[config.mk]
export PLATFORM = sky130hd
export DESIGN_NAME = clock_monitor
export DESIGN_NICKNAME = d
export VERILOG_FILES = /design/src/rtl/clock_monitor.sv
export SDC_FILE = /design/constraint.sdc
export NUM_CORES = 1
export LEC_CHECK = 0
export CAP_MARGIN = 10
export CELL_PAD_IN_SITES_DETAIL_PLACEMENT = 1
export CELL_PAD_IN_SITES_GLOBAL_PLACEMENT = 2
export CORE_UTILIZATION = 38
export CTS_CLUSTER_DIAMETER = 60
export DETAILED_ROUTE_END_ITERATION = 12
export GPL_TIMING_DRIVEN = 0
export PLACE_DENSITY_LB_ADDON = 0.05
export SLEW_MARGIN = 20
export SYNTH_ARGS = -nofsm -noshare
export SYNTH_HDL_FRONTEND = slang
export SYNTH_SLANG_ARGS = --single-unit
export TNS_END_PERCENT = 20
[constraint.sdc]
create_clock -name clkin -period 6.75 [get_ports clkin]
set_input_delay 1.35 -clock clkin [delete_from_list [all_inputs] [get_ports clkin]]
set_output_delay 1.35 -clock clkin [all_outputs]
set_load 0.01 [all_outputs]
[src/rtl/clock_monitor.sv]
// Lock/loss monitor for a slow clock (e.g. phi0) measured against clkin: counts
// synchronized rising edges of clk_mon per gate window and tracks lock and clock loss.
module clock_monitor #(
  parameter int WINDOW  = 1024,
  parameter int CNT_W   = 12,
  parameter int EXP_MIN = 120,
  parameter int EXP_MAX = 136,
  parameter int GOOD_N  = 4,
  parameter int STALL   = 256
) (
  input  logic             clkin,
  input  logic             RST,
  input  logic             clk_mon,
  input  logic             enable,
  output logic [CNT_W-1:0] meas_count,
  output logic             meas_valid,
  output logic             in_range,
  output logic             locked,
  output logic             clk_lost,
  output logic [1:0]       state
);
  localparam int WIN_W = (WINDOW > 1) ? $clog2(WINDOW) : 1;
  localparam int STL_W = (STALL > 1) ? $clog2(STALL) : 1;
  localparam int GD_W  = $clog2(GOOD_N + 1);
  localparam logic [WIN_W-1:0] WIN_LAST  = WIN_W'(WINDOW - 1);
  localparam logic [STL_W-1:0] STL_LAST  = STL_W'(STALL - 1);
  localparam logic [GD_W-1:0]  GOOD_LAST = GD_W'(GOOD_N - 1);

  typedef enum logic [1:0] {
    IDLE    = 2'd0,
    ACQUIRE = 2'd1,
    LOCKED  = 2'd2,
    LOST    = 2'd3
  } state_t;

  state_t           cur;
  state_t           nxt;
  logic             sync_p0, sync_p1, dly_p2;
  logic             mon_edge;
  logic [WIN_W-1:0] win_cnt;
  logic [CNT_W-1:0] edge_cnt;
  logic [CNT_W-1:0] total;
  logic [STL_W-1:0] stall_cnt;
  logic [GD_W-1:0]  good_cnt;
  logic             active, close, stalled, good_win;

  function automatic logic [CNT_W-1:0] sat_inc(input logic [CNT_W-1:0] c, input logic inc);
    if (inc && (c != {CNT_W{1'b1}})) return c + CNT_W'(1);
    return c;
  endfunction

  function automatic logic in_window(input logic [CNT_W-1:0] c);
    logic [31:0] cx;
    cx = 32'(c);
    return (cx >= 32'(EXP_MIN)) && (cx <= 32'(EXP_MAX));
  endfunction

  // Stage boundary: synchronizer output p1 against delay flop p2 gives one-cycle edge
  assign mon_edge = sync_p1 & ~dly_p2;
  assign state    = cur;

  always_comb begin
    active   = (cur == ACQUIRE) || (cur == LOCKED);
    close    = active && (win_cnt == WIN_LAST);
    total    = sat_inc(edge_cnt, mon_edge);
    good_win = in_window(total);
    stalled  = active && !mon_edge && (stall_cnt == STL_LAST);
    nxt      = cur;
    case (cur)
      IDLE:    nxt = ACQUIRE;
      ACQUIRE: begin
        if (stalled) nxt = LOST;
        else if (close && good_win && (good_cnt == GOOD_LAST)) nxt = LOCKED;
      end
      LOCKED: begin
        if (stalled) nxt = LOST;
        else if (close && !good_win) nxt = ACQUIRE;
      end
      LOST:    if (mon_edge) nxt = ACQUIRE;
      default: nxt = IDLE;
    endcase
    if (!enable) nxt = IDLE;
  end

  always_ff @(posedge clkin) begin
    if (RST) begin
      cur        <= IDLE;
      sync_p0    <= 1'b0;
      sync_p1    <= 1'b0;
      dly_p2     <= 1'b0;
      win_cnt    <= '0;
      edge_cnt   <= '0;
      stall_cnt  <= '0;
      good_cnt   <= '0;
      meas_count <= '0;
      meas_valid <= 1'b0;
      in_range   <= 1'b0;
      locked     <= 1'b0;
      clk_lost   <= 1'b0;
    end else begin
      sync_p0    <= clk_mon;
      sync_p1    <= sync_p0;
      dly_p2     <= sync_p1;
      meas_valid <= 1'b0;
      cur        <= nxt;
      locked     <= (nxt == LOCKED);
      clk_lost   <= (nxt == LOST);
      if (!enable || (cur == IDLE)) begin
        win_cnt   <= '0;
        edge_cnt  <= '0;
        stall_cnt <= '0;
        good_cnt  <= '0;
      end else if (cur == LOST) begin
        // The edge that ends a loss is the first edge of the new window
        win_cnt   <= '0;
        edge_cnt  <= CNT_W'(mon_edge);
        stall_cnt <= '0;
        good_cnt  <= '0;
      end else begin
        if (close) begin
          meas_count <= total;
          in_range   <= good_win;
          meas_valid <= 1'b1;
          win_cnt    <= '0;
          edge_cnt   <= '0;
        end else begin
          win_cnt  <= win_cnt + WIN_W'(1);
          edge_cnt <= total;
        end
        stall_cnt <= mon_edge ? '0 : stall_cnt + STL_W'(1);
        if (stalled) begin
          win_cnt   <= '0;
          edge_cnt  <= '0;
          stall_cnt <= '0;
          good_cnt  <= '0;
        end else if (close) begin
          if (!good_win) good_cnt <= '0;
          else if (cur == ACQUIRE) good_cnt <= good_cnt + GD_W'(1);
        end
      end
    end
  end
endmodule

Fig. 1: M3 wires
Scale: 6 px per um.
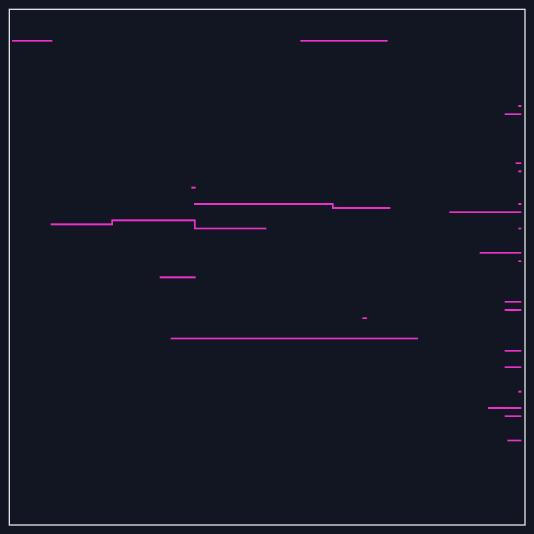
The wires run mostly horizontal. The layer holds 3.0% of the routed length.
met3 usage: 3.85%
WL final: 5980 um

Fig. 2: cells by drive strength
Scale: 6 px per um.
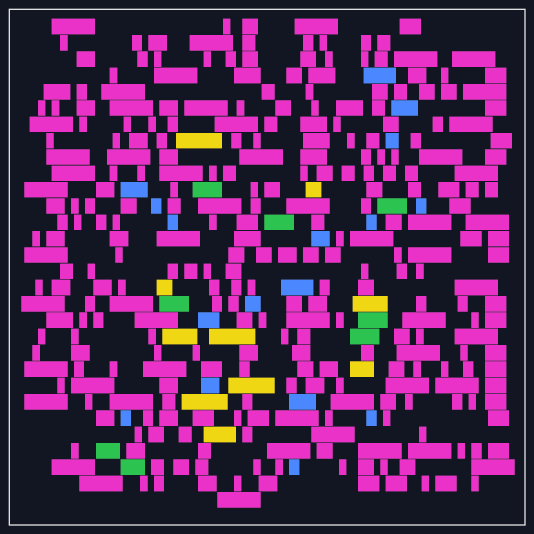
_6 and larger: in green, cells 8, share 2.5%, most used clkbuf_8. _2 cells: in blue, cells 17, share 5.2%, most used buf_2. _0 and _1 cells: in magenta, cells 291, share 89%, most used dfxtp_1. _3 and _4 cells: in yellow, cells 10, share 3.1%, most used nor4_4.
area delta synth->final: 16.2%
Final WS setup: 3450 ps

==> impl_metrics.tcl <==
# flow metrics
set metrics [dict create \
    final_util_pct 45.5 \
    crit_arrival_ps 3550 \
    ctsHoldBuffers 0 \
    async_flop_share_pct 0 \
    yosysSeqAreaShare_pct 40.6 \
    skew_ps 11.2 \
    antenna_found_initial 0 \
    leakage_nw 1.02 \
    critPathSlowestCell "clkdlybuf4s50_1" \
    cts_resized 0 \
    drive_gt1_share_pct 10.7 \
    yosys_warnings 0 \
    dp_cells 414 \
    floorplan.nets 310 \
    chipWidth_um 85.7 \
    status "complete, no violations" \
    cellPowerDensity_nw_per_um2 171 \
    drv_cap 0 \
    total_power_uw 530 \
    n_antenna_cell 0 \
    h-tree-depth 2 \
    setup_viol 0 \
    comb_area_um2 1490 \
    ir_drop_mv 0.0846 \
    dieArea_um2 7350 \
    hold_viol 0 \
    dr.pass1.iters 4 \
    grt_pass1_wl_um 10200 \
    hpwl_um 4490 \
    fin_nets 338 \
    final-seq-area_um2 1080 \
    fin_cells 422 \
    syn_area_per_cell_um2 8.96 \
    grt_pass1_vias 2082 \
]
sequential cells by signal, summed over array words and instances (netlist names):
name,flops
stall_cnt,8
good_cnt,3
in_range,1
sync_p0,1
state,2
edge_cnt,12
sync_p1,1
meas_valid,1
locked,1
win_cnt,10
meas_count,12
dly_p2,1
clk_lost,1
placed cells by master (no fill, tap or decap), types with 3 or more instances in the layout:
cell and n:
inv_1 5, clkbuf_1 3, nand3_1 16, nor2b_1 5, clkdlybuf4s50_1 21, o21a_1 3
nand4_1 3, nor3_1 7, o22ai_1 3, and3_1 8, a211oi_1 11, xnor2_1 8
ha_1 9, buf_2 6, a21oi_1 13, nand2_1 19, nor3b_1 4, xor2_1 13
clkbuf_8 6, dfxtp_1 54, o211ai_1 6, nor2_1 53, o21ai_0 3, mux2i_1 3
nand2b_1 3
worst paths after layout:
path	start	to	cells after the start
setup / recovery	RST	win_cnt[5]$_SDFF_PP0_	8
hold / removal	sync_p0$_SDFF_PP0_	sync_p1$_SDFF_PP0_	1
setup reg to reg	sync_p1$_SDFF_PP0_	locked$_SDFF_PP0_	7
hold reg to reg	sync_p0$_SDFF_PP0_	sync_p1$_SDFF_PP0_	1
cells by family after synthesis:
| kind of cell | count (synthesis) | share of synthesized area [%] |
|---|---|---|
| flip-flops | 54 | 40.6 |
| AND/OR/NAND/NOR | 139 | 28.1 |
| AND-OR/OR-AND | 52 | 14.9 |
| multiplexers | 4 | 1.69 |
| adder cells (fa/ha/maj) | 9 | 4.23 |
| buffers and inverters | 18 | 3.52 |
| XOR/XNOR | 21 | 6.91 |
stage by stage:
| stage | area, um2 | hold slack [ps] | setup WS [ps] |
|---|---|---|---|
| final | 3090 | 458 | 3450 |
| after global routing | 3090 | 466 | 3290 |
| after CTS | 3090 | 462 | 3410 |
| after detailed placement | 2990 | 439 | 3100 |
| after global placement | 2990 | 440 | 3070 |
| after floorplan | 2660 | 414 | 4100 |
critical path, delay by kind of cell:
kind	cells	cell delay [ps]
buf+inv	4	1180
simple gates	4	1010
metal layers:
layer | track usage [%] | routed length (um)
met4 | 4.55 | 63
met5 | 0 | 0
met2 | 27.3 | 2540
met1 | 24.4 | 3190
met3 | 3.85 | 181
cell usage after synthesis (3+ instances only):
library cell	instances	area share (%)
o22ai_1	3	0.70
dfxtp_1	54	41
buf_2	6	1.1
o21a_1	3	0.85
inv_1	5	0.70
clkbuf_1	3	0.42
ha_1	9	4.2
mux2i_1	3	1.1
o21ai_0	3	0.56
and3_1	8	1.9
nand2b_1	3	0.70
nor3b_1	4	1.1
xor2_1	13	4.3
nor2_1	53	7.5
a211oi_1	11	3.1
nor3_1	7	1.3
nor2b_1	5	1.2
o211ai_1	6	1.7
nand3_1	16	3.0
xnor2_1	8	2.6
a21oi_1	13	2.4
nand4_1	3	0.70
nand2_1	19	2.7
power by group:
part	internal (mW)	switching, mW	leakage [nW]
registers	0.320	0.00145	0.436
clock network	0.0827	0.108	0.0472
logic	0.00706	0.0106	0.536
final cells by class:
class                      count  area share (%)
clock inverter                 2           0.404
buffer                        13            2.43
timing repair buffer          21            6.79
sequential                    54            34.9
inverter                       5           0.607
multi-input combinational    225            48.3
tap                           96            3.88
clock buffer                   6            2.67
Power figures rest on the tool's default switching activity, not on a simulated workload.
